$ cat src/rtl/response_collector.sv
// rtl/response_collector.sv - five-lane memory response return path with per-port FIFOs
module response_collector #(
    parameter int DATA_W     = 16,
    parameter int TAG_W      = 2,
    parameter int FIFO_DEPTH = 4
) (
    input  logic                  clk,
    input  logic                  rst_n,
    input  logic [4:0]            lane_valid,
    input  logic [9:0]            lane_port_id,
    input  logic [5*TAG_W-1:0]    lane_req_tag,
    input  logic [4:0]            lane_wen,
    input  logic [5*DATA_W-1:0]   lane_dataout,
    output logic [2:0]            port_rsp_valid,
    input  logic [2:0]            port_rsp_ready,
    output logic [3*DATA_W-1:0]   port_rsp_data,
    output logic [3*TAG_W-1:0]    port_rsp_tag,
    output logic [2:0]            port_rsp_wen,
    output logic [2:0]            port_stall,
    input  logic                  err_clr,
    output logic                  err_bad_id,
    output logic                  err_collision,
    output logic                  err_overflow
);
    localparam int PTR_W = $clog2(FIFO_DEPTH);
    localparam int CNT_W = PTR_W + 1;
    localparam int ENT_W = 1 + TAG_W + DATA_W;
    localparam logic [CNT_W-1:0] FULL_CNT  = CNT_W'(FIFO_DEPTH);
    localparam logic [CNT_W-1:0] STALL_CNT = CNT_W'(FIFO_DEPTH - 2);

    logic [4:0]          s1_valid_q;
    logic [9:0]          s1_id_q;
    logic [5*TAG_W-1:0]  s1_tag_q;
    logic [4:0]          s1_wen_q;
    logic [5*DATA_W-1:0] s1_data_q;

    logic [4:0]       hit [3];
    logic [2:0]       push;
    logic [ENT_W-1:0] push_entry [3];
    logic             bad_set, coll_set, ovf_set;

    logic [ENT_W-1:0] mem_q [3][FIFO_DEPTH];
    logic [PTR_W-1:0] wr_ptr_q [3], wr_ptr_d [3];
    logic [PTR_W-1:0] rd_ptr_q [3], rd_ptr_d [3];
    logic [CNT_W-1:0] cnt_q [3], cnt_d [3];
    logic [2:0]       pop, do_push, stall_q;
    logic             err_bad_id_q, err_collision_q, err_overflow_q;
    logic             err_bad_id_d, err_collision_d, err_overflow_d;

    // Stage 1: only the valids need reset; payload is captured every cycle
    always_ff @(posedge clk) begin
        if (!rst_n) begin
            s1_valid_q <= '0;
        end else begin
            s1_valid_q <= lane_valid;
        end
    end

    // Stage 1 payload register
    always_ff @(posedge clk) begin
        s1_id_q   <= lane_port_id;
        s1_tag_q  <= lane_req_tag;
        s1_wen_q  <= lane_wen;
        s1_data_q <= lane_dataout;
    end

    // Stage 2 routing: lowest lane index wins per port; detect bad ids and collisions
    always_comb begin
        bad_set  = 1'b0;
        coll_set = 1'b0;
        for (int l = 0; l < 5; l++) begin
            if (s1_valid_q[l] && (s1_id_q[2*l +: 2] == 2'd0)) bad_set = 1'b1;
        end
        for (int p = 0; p < 3; p++) begin
            hit[p]        = '0;
            push_entry[p] = '0;
            for (int l = 0; l < 5; l++) begin
                hit[p][l] = s1_valid_q[l] && (s1_id_q[2*l +: 2] == 2'(p + 1));
            end
            push[p] = |hit[p];
            if ((hit[p] & (hit[p] - 5'd1)) != 5'd0) coll_set = 1'b1;
            for (int l = 4; l >= 0; l--) begin
                if (hit[p][l]) begin
                    push_entry[p] = {s1_wen_q[l], s1_tag_q[l*TAG_W +: TAG_W],
                                     s1_wen_q[l] ? {DATA_W{1'b0}} : s1_data_q[l*DATA_W +: DATA_W]};
                end
            end
        end
    end

    // FIFO control and head presentation; a full FIFO still accepts a push when popping
    always_comb begin
        ovf_set       = 1'b0;
        port_rsp_data = '0;
        port_rsp_tag  = '0;
        port_rsp_wen  = '0;
        for (int p = 0; p < 3; p++) begin
            port_rsp_valid[p] = (cnt_q[p] != '0);
            pop[p]            = port_rsp_valid[p] && port_rsp_ready[p];
            do_push[p]        = push[p] && ((cnt_q[p] != FULL_CNT) || pop[p]);
            if (push[p] && (cnt_q[p] == FULL_CNT) && !pop[p]) ovf_set = 1'b1;
            wr_ptr_d[p] = do_push[p] ? wr_ptr_q[p] + PTR_W'(1) : wr_ptr_q[p];
            rd_ptr_d[p] = pop[p] ? rd_ptr_q[p] + PTR_W'(1) : rd_ptr_q[p];
            cnt_d[p]    = cnt_q[p];
            if (do_push[p] && !pop[p]) cnt_d[p] = cnt_q[p] + CNT_W'(1);
            if (!do_push[p] && pop[p]) cnt_d[p] = cnt_q[p] - CNT_W'(1);
            if (port_rsp_valid[p]) begin
                port_rsp_data[p*DATA_W +: DATA_W] = mem_q[p][rd_ptr_q[p]][DATA_W-1:0];
                port_rsp_tag[p*TAG_W +: TAG_W]    = mem_q[p][rd_ptr_q[p]][DATA_W +: TAG_W];
                port_rsp_wen[p]                   = mem_q[p][rd_ptr_q[p]][ENT_W-1];
            end
        end
        err_bad_id_d    = bad_set  | (err_bad_id_q    & ~err_clr);
        err_collision_d = coll_set | (err_collision_q & ~err_clr);
        err_overflow_d  = ovf_set  | (err_overflow_q  & ~err_clr);
    end

    // FIFO storage write; contents are qualified by count so need no reset
    always_ff @(posedge clk) begin
        for (int p = 0; p < 3; p++) begin
            if (do_push[p]) mem_q[p][wr_ptr_q[p]] <= push_entry[p];
        end
    end

    // FIFO pointers, counts, stall and sticky error flags
    always_ff @(posedge clk) begin
        if (!rst_n) begin
            for (int p = 0; p < 3; p++) begin
                wr_ptr_q[p] <= '0;
                rd_ptr_q[p] <= '0;
                cnt_q[p]    <= '0;
            end
            stall_q         <= '0;
            err_bad_id_q    <= 1'b0;
            err_collision_q <= 1'b0;
            err_overflow_q  <= 1'b0;
        end else begin
            for (int p = 0; p < 3; p++) begin
                wr_ptr_q[p] <= wr_ptr_d[p];
                rd_ptr_q[p] <= rd_ptr_d[p];
                cnt_q[p]    <= cnt_d[p];
                stall_q[p]  <= (cnt_q[p] >= STALL_CNT);
            end
            err_bad_id_q    <= err_bad_id_d;
            err_collision_q <= err_collision_d;
            err_overflow_q  <= err_overflow_d;
        end
    end

    assign port_stall    = stall_q;
    assign err_bad_id    = err_bad_id_q;
    assign err_collision = err_collision_q;
    assign err_overflow  = err_overflow_q;
endmodule

$ cat config.mk
export PLATFORM = sky130hd
export DESIGN_NAME = response_collector
export DESIGN_NICKNAME = d
export VERILOG_FILES = /design/src/rtl/response_collector.sv
export SDC_FILE = /design/constraint.sdc
export NUM_CORES = 1
export LEC_CHECK = 0
export CAP_MARGIN = 10
export CORE_ASPECT_RATIO = 0.7
export CORE_MARGIN = 10
export CORE_UTILIZATION = 40
export CTS_CLUSTER_DIAMETER = 30
export DETAILED_ROUTE_END_ITERATION = 7
export PLACE_DENSITY_LB_ADDON = 0.05
export SLEW_MARGIN = 20
export SYNTH_ARGS = -nofsm -noshare
export SYNTH_HDL_FRONTEND = slang
export SYNTH_SLANG_ARGS = --single-unit
$ cat constraint.sdc
create_clock -name clk -period 2.45 [get_ports clk]
set_input_delay 0.3675 -clock clk [delete_from_list [all_inputs] [get_ports clk]]
set_output_delay 0.3675 -clock clk [all_outputs]
set_load 0.05 [all_outputs]
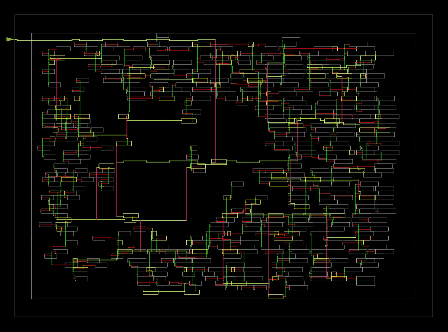
(run_1/clocks.png)
TritonCTS buffer count: 58
CTS sink cnt: 365

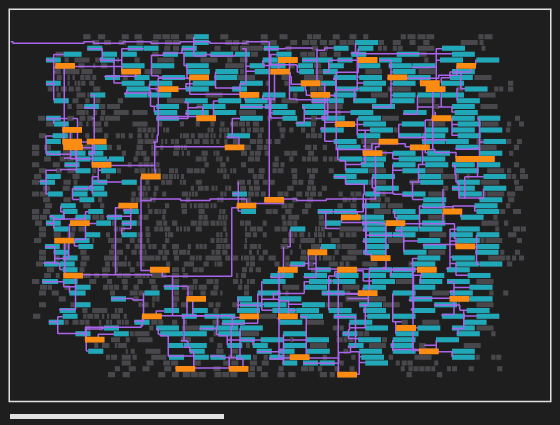
(run_1/clk_routes.png)
The bar under the picture is 100 µm long.
Key: clock drivers = orange [count 58]; clock wires = purple [length 4,640 µm]; flip-flops = cyan [count 365]
There are 59 routed clock nets. Position of the flops: all over the die.

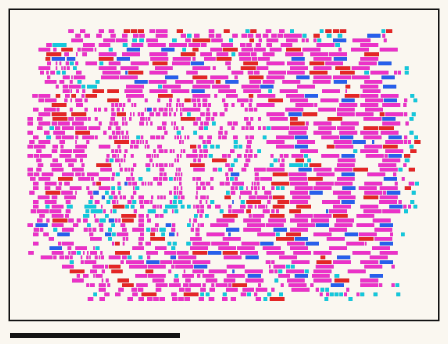
(run_1/sizes.png)
The bar under the picture is 100 µm long.
Key: _0 and _1 cells = magenta [cells 1,040]; _3 and _4 cells = cyan [cells 165]; _2 cells = blue [cells 78]; _6 and larger = red [cells 119]

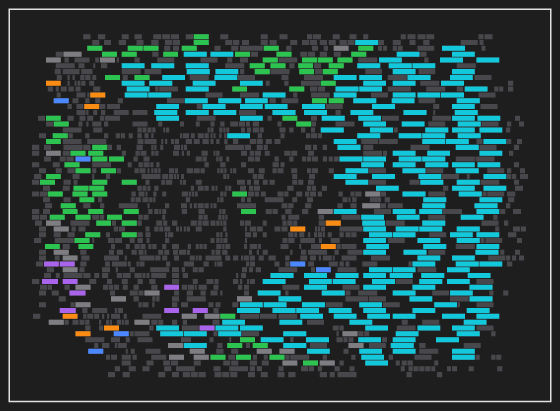
(run_1/flops_by_reg.png)
Other sequential cells in the stronger gray, the rest of the logic in the fainter gray.
Key: `s1_data_q` = green [sequential cells 80]; `wr_ptr_q` = blue [sequential cells 6]; `mem_q` = cyan [sequential cells 228]; `s1_id_q` = purple [sequential cells 10, where south-west]; `cnt_q` = orange [sequential cells 9]
Another 32 sequential cells are not colored.

==> flow_results.org, run 1 <==
#+TITLE: Physical design notes

** Logic synthesis
- Gate count after technology mapping :: 1,076
- The synthesized design contains 365 register bits.
- Synth Warn # :: 0
- Distinct lib cells used :: 53
- Main synth FF type :: sky130_fd_sc_hd__edfxtp_1
- Sequential fraction of the synthesis area :: 63.6%
- Counting flops with an async set or reset pin after synthesis yields a share of 0%.
- XOR Share, Synth :: 0.871%

** Power and ir drop
- The switching portion of total power comes to 33.2%.
- Sequential cells consume a total of 7.22 mW.
- For the clock group, total power comes out at 8.04 mW.
- Part of the total power dissipated in sequential elements :: 32.9%
- Pwr dens :: 1090 nW/µm²
- The power report puts the net switching power at 7.30 mW.
- Combinational cells consume a total of 6.72 mW.
- In this run the VDD rail shows a maximum IR drop of 0.569 mV.
- The largest share of the power goes to the clock network.
- In the power breakdown, the internal column shows 14.7 mW.
- Leak pwr :: 7.26 nW

** Die
- Row generation in the floorplan step produced 59 rows.
- Core box area :: 37,200 µm²
- The die covers 46,000 µm².
- I/O pin cnt :: 182

** Run
- Max-cap violations in this run came to 0.
- Across all stage logs, warnings added up to 37.

** GRT
- The global router reports that the layer with the highest usage is met2.
- M3 GR Usage :: 5.48%
- GRT met2 Usage :: 27.5%
- Met1 GRT Util :: 27.3%
- Pin count of the biggest net entering global routing :: 39
- Via count of the first global-routing pass :: 10,200

** Critical path
- The critical path in this run is classified as register to output port.
- Critical Path Sink :: port_rsp_data[28]
- The setup check on the worst reg-to-reg path leaves a slack of 0.08 ns.
- Worst EP required :: 2.08 ns

** Timing
- Post-layout min period :: 2.45 ns
- For reference, the final report shows the hold violation count at 0.
- For this run, the final setup violation count is recorded as 0.

** Clock tree
- For reference, the clock transition at the flip-flops on the worst setup and hold paths is 0.05 ns.
- The clock H-tree reported by CTS has 2 levels.
- Later-pin clock latency in the skew report :: 0.59 ns
- Post-CTS setup buffer count :: 1
- TritonCTS built the clock tree.
- The report lists the number of cells resized after CTS as 10.

** Finish
- The most common logic cell in the final layout is sky130_fd_sc_hd__edfxtp_1.
- Seq cells :: 365
- Per the final layout report, the fraction of cells sized above drive strength 1 comes to 25.8%.
- Sequential cell area :: 9600 µm²
- After layout the signal buffers, clock cells excluded, come to 13.8% of cell area.
- Area of the multi-input gates :: 5160 µm²
- The repair_antennas step left the layout with diodes totalling 0.
- Final clock-cell share :: 9.71%
- Dominant logic cell types in the final layout :: sky130_fd_sc_hd__edfxtp_1 (228), sky130_fd_sc_hd__dfxtp_1 (132), sky130_fd_sc_hd__buf_4 (131)

** Hold path
- Along the worst hold path, the cell count comes to 1.
- Type of the tightest min-delay check :: primary input to register

** Placement
- Note, the detailed placer reported a final HPWL of 32,500 µm.
- Port buffer count :: 181

** Drt
- Met2 WL :: 19,200 µm
- DRC violation count after routing :: 0
- The routed layout has 10,000 vias.

** Run status
- The run finished with clean final reports.
[run 1: synth_stat cells, types with 9 or more instances]
| master | n | area (µm²) |
|---|---|---|
| sky130_fd_sc_hd__a21oi_1 | 22 | 110 |
| sky130_fd_sc_hd__buf_2 | 18 | 90.1 |
| sky130_fd_sc_hd__nand2b_1 | 95 | 594 |
| sky130_fd_sc_hd__edfxtp_1 | 228 | 6850 |
| sky130_fd_sc_hd__dfxtp_1 | 137 | 2740 |
| sky130_fd_sc_hd__nand2_1 | 50 | 188 |
| sky130_fd_sc_hd__ha_1 | 15 | 188 |
| sky130_fd_sc_hd__o21ai_0 | 17 | 85.1 |
| sky130_fd_sc_hd__nor2_1 | 24 | 90.1 |
| sky130_fd_sc_hd__xnor2_1 | 12 | 105 |
| sky130_fd_sc_hd__inv_1 | 20 | 75.1 |
| sky130_fd_sc_hd__and2_1 | 94 | 588 |
| sky130_fd_sc_hd__a22oi_1 | 9 | 67.6 |
| sky130_fd_sc_hd__o22ai_1 | 18 | 113 |
| sky130_fd_sc_hd__o221ai_1 | 78 | 683 |
| sky130_fd_sc_hd__clkbuf_1 | 43 | 161 |
| sky130_fd_sc_hd__nand3_1 | 36 | 180 |
| sky130_fd_sc_hd__mux4_2 | 57 | 1280 |
[run 1: metrics by stage]
step | setup TNS (ns) | instance area [µm²] | hold slack, ns | setup WS, ns | power [mW]
final | 0 | 20200 | 0.217 | 0.00361 | 22.0
after global routing | -0.978 | 20200 | 0.193 | -0.0791 | 22.9
after CTS | -0.371 | 20000 | 0.192 | -0.0469 | 21.9
after detailed placement | -0.805 | 18000 | 0.521 | -0.362 | 13.7
after global placement | -0.624 | 18000 | 0.525 | -0.314 | 13.7
after floorplan | 0 | 15100 | 0.395 | 0.0321 | 11.5
## Run 2: what changed since run 1
--- a/config.mk
+++ b/config.mk
@@ -5,7 +5,6 @@
 export SDC_FILE = /design/constraint.sdc
 export NUM_CORES = 1
 export LEC_CHECK = 0
-export CAP_MARGIN = 10
 export CORE_ASPECT_RATIO = 0.7
 export CORE_MARGIN = 10
 export CORE_UTILIZATION = 40
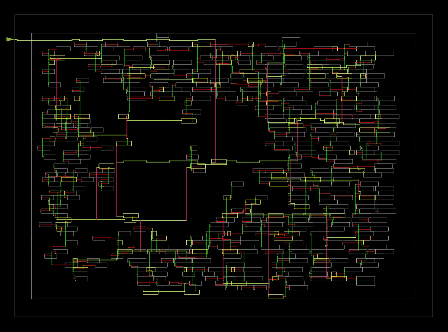
(run_2/clocks.png)
Clock Power: 8.04 mW
Seq cells: 365
maximum clock skew at final layout: 0.0230 ns

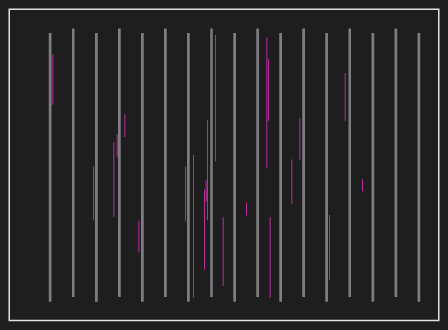
(run_2/layer_met4.png)
Supply wires on this layer in gray.
12 nets have wire on it. The layer carries 786 µm of wire.

==> flow_results.org, run 2 <==
#+TITLE: Physical design notes

** Clock tree
- The clock sink count came to 365 (unchanged).
- The insertion delay of the later-clocked pin in the worst-skew pair is 0.59 ns (about the same).
- Clock-pin transition on the worst setup and hold timing paths :: 0.05 ns (about the same)
- The maximum level of the CTS H-tree came to 2 (unchanged).
- The total clock buffers created by CTS came to 58 (unchanged).
- The report puts the hold buffer count at CTS at 0.

** Run
- Max-capacitance violation count :: 0 (unchanged)
- The count of tool warnings was 37 (unchanged).

** Logic synthesis
- Yosys mapped a number of flops with a built-in enable equal to 228.
- For this run, the leading register cell type out of synthesis is sky130_fd_sc_hd__edfxtp_1.
- By instance count, the leading cell after synthesis is sky130_fd_sc_hd__edfxtp_1.
- Top area cells in the synthesized netlist :: sky130_fd_sc_hd__edfxtp_1 (45%), sky130_fd_sc_hd__dfxtp_1 (18%), sky130_fd_sc_hd__mux4_2 (8.5%), sky130_fd_sc_hd__o221ai_1 (4.5%), sky130_fd_sc_hd__nand2b_1 (3.9%)
- The register bit total from synthesis came to 365 (unchanged).
- Sequential fraction of the synthesis area :: 63.6% (unchanged)
- Portion of synthesized cell area occupied by the leading cell type :: 45.4% (unchanged)
- Cell accounting for the most synthesized area :: sky130_fd_sc_hd__edfxtp_1
- Most frequent cells after synthesis :: sky130_fd_sc_hd__edfxtp_1 (228), sky130_fd_sc_hd__dfxtp_1 (137), sky130_fd_sc_hd__nand2b_1 (95)
- Gate count after technology mapping :: 1,076 (unchanged)
- Synth Warn # :: 0 (unchanged)
- The fraction of synthesis flops using an asynchronous set or reset pin was 0% (unchanged).

** GRT
- Via count of the first global-routing pass :: 10,200 (unchanged)
- The largest net degree at the start of global routing is 39 (unchanged).

** Power and ir drop
- Looking at the group totals, the largest power group turns out to be the clock network.
- The fraction of power consumed by sequential logic was 32.9% (about the same).
- Comb power :: 6.72 mW (about the same)
- Pwr dens :: 1090 nW/µm² (unchanged)
- Switching Fraction :: 33.2% (unchanged)
- The total internal power is 14.7 mW (unchanged).
- Total design power :: 22.0 mW (unchanged)
- Worst ir drop on vdd :: 0.569 mV (unchanged)
- The switching power summed over all nets is 7.30 mW (unchanged).
- The power attributed to sequential cells is 7.22 mW (about the same).
- The standby leakage power came to 7.26 nW (unchanged).

** Timing
- Hold Slack :: 0.217 ns (unchanged)
- The setup TNS came to 0 ns (unchanged).
- Final worst slack :: 0.00361 ns (unchanged)
- Post-layout min period :: 2.45 ns (unchanged)
- Final hold violations :: 0 (unchanged)
- Endpoints failing setup :: 0 (unchanged)

** Drt
- Pre-antenna DRT Iters :: 5
- The remaining routing DRC violations was 0 (unchanged).
- Total number of vias :: 10,000 (unchanged)

** Hold path
- The hold-critical path depth is 1 (unchanged).
- Type of the tightest min-delay check :: primary input to register

** Finish
- By instance count after routing, the leading logic cell type is sky130_fd_sc_hd__edfxtp_1.
- Fraction of final layout cells sized beyond drive strength 1 :: 25.8% (unchanged)
- Number of antenna repair diodes :: 0 (unchanged)
- Per the cell usage report, the commonest logic cells after layout are sky130_fd_sc_hd__edfxtp_1 (228), sky130_fd_sc_hd__dfxtp_1 (132), sky130_fd_sc_hd__buf_4 (131).
- Fin cells :: 1,890
- Max FFs per register :: 228

** Critical path
- Kind of critical path :: register to output port
- Following the worst setup path forward leads to its endpoint at port_rsp_data[28].
- Worst EP required :: 2.08 ns (about the same)
- The reg2reg setup slack is 0.08 ns (about the same).

** Placement
- The detailed placer's ending HPWL came to 32,500 µm (unchanged).
- The cell area after placement came to 18,000 µm² (unchanged).
- The worst-case setup slack after placement was -0.362 ns (unchanged).
- The number of port buffers was 181 (unchanged).

** Die
- Std cell rows :: 59 (unchanged)
- Overall die area :: 46,000 µm² (unchanged)
- The placeable core region was 37,200 µm² (unchanged).
- The top-level port count is 182 (unchanged).

** Run status
- The run finished with clean final reports.
==> run 2: layer usage <==
| metal | up-vias | part of all wire [%] | global-route usage [%] | wire length (µm) |
|---|---|---|---|---|
| li1 | 4672 | - | - | - |
| met1 | 4909 | 47 | 27.3 | 21000 |
| met2 | 404 | 43 | 27.5 | 19200 |
| met3 | 56 | 8.6 | 5.48 | 3840 |
| met4 | 0 | 1.8 | 4.71 | 786 |
| met5 | - | 0 | 0 | 0 |
==> run 2: kinds of logic (layout without fill, tap and decap cells) <==
family	after synthesis	in the layout	share of synthesized area, %
flip-flops	365	365	63.6
AND-OR/OR-AND	175	175	8.89
AND/OR/NAND/NOR	353	353	13.7
buffers and inverters	90	416	2.56
XOR/XNOR	15	15	0.871
adder cells (fa/ha/maj)	18	18	1.64
multiplexers	60	60	8.71
==> run 2: critical path: stages, from the launching register on <==
cell and delay (ns):
sky130_fd_sc_hd__dfxtp_1 0.33, sky130_fd_sc_hd__buf_4 0.25, sky130_fd_sc_hd__mux4_2 0.55, sky130_fd_sc_hd__and2_1 0.17, sky130_fd_sc_hd__buf_4 0.18
==> run 2: repair_timing <==
item / 4_1_cts / 5_1_grt
setup buffers: 1 / 1
resized: 10 / 45
endpoints found under the setup margin: 37 / 43
cloned: 0 / 3
pin swaps: 0 / 3
==> run 2: area by class of cell <==
type | instances | area (µm²)
Clock buffer | 65 | 1510
Multi-Input combinational cell | 621 | 5160
Tap cell | 488 | 611
Sequential cell | 365 | 9600
Inverter | 20 | 75.1
Fill cell | 3169 | 17000
Clock inverter | 43 | 453
Timing Repair Buffer | 288 | 2780
Power figures rest on the tool's default switching activity, not on a simulated workload.
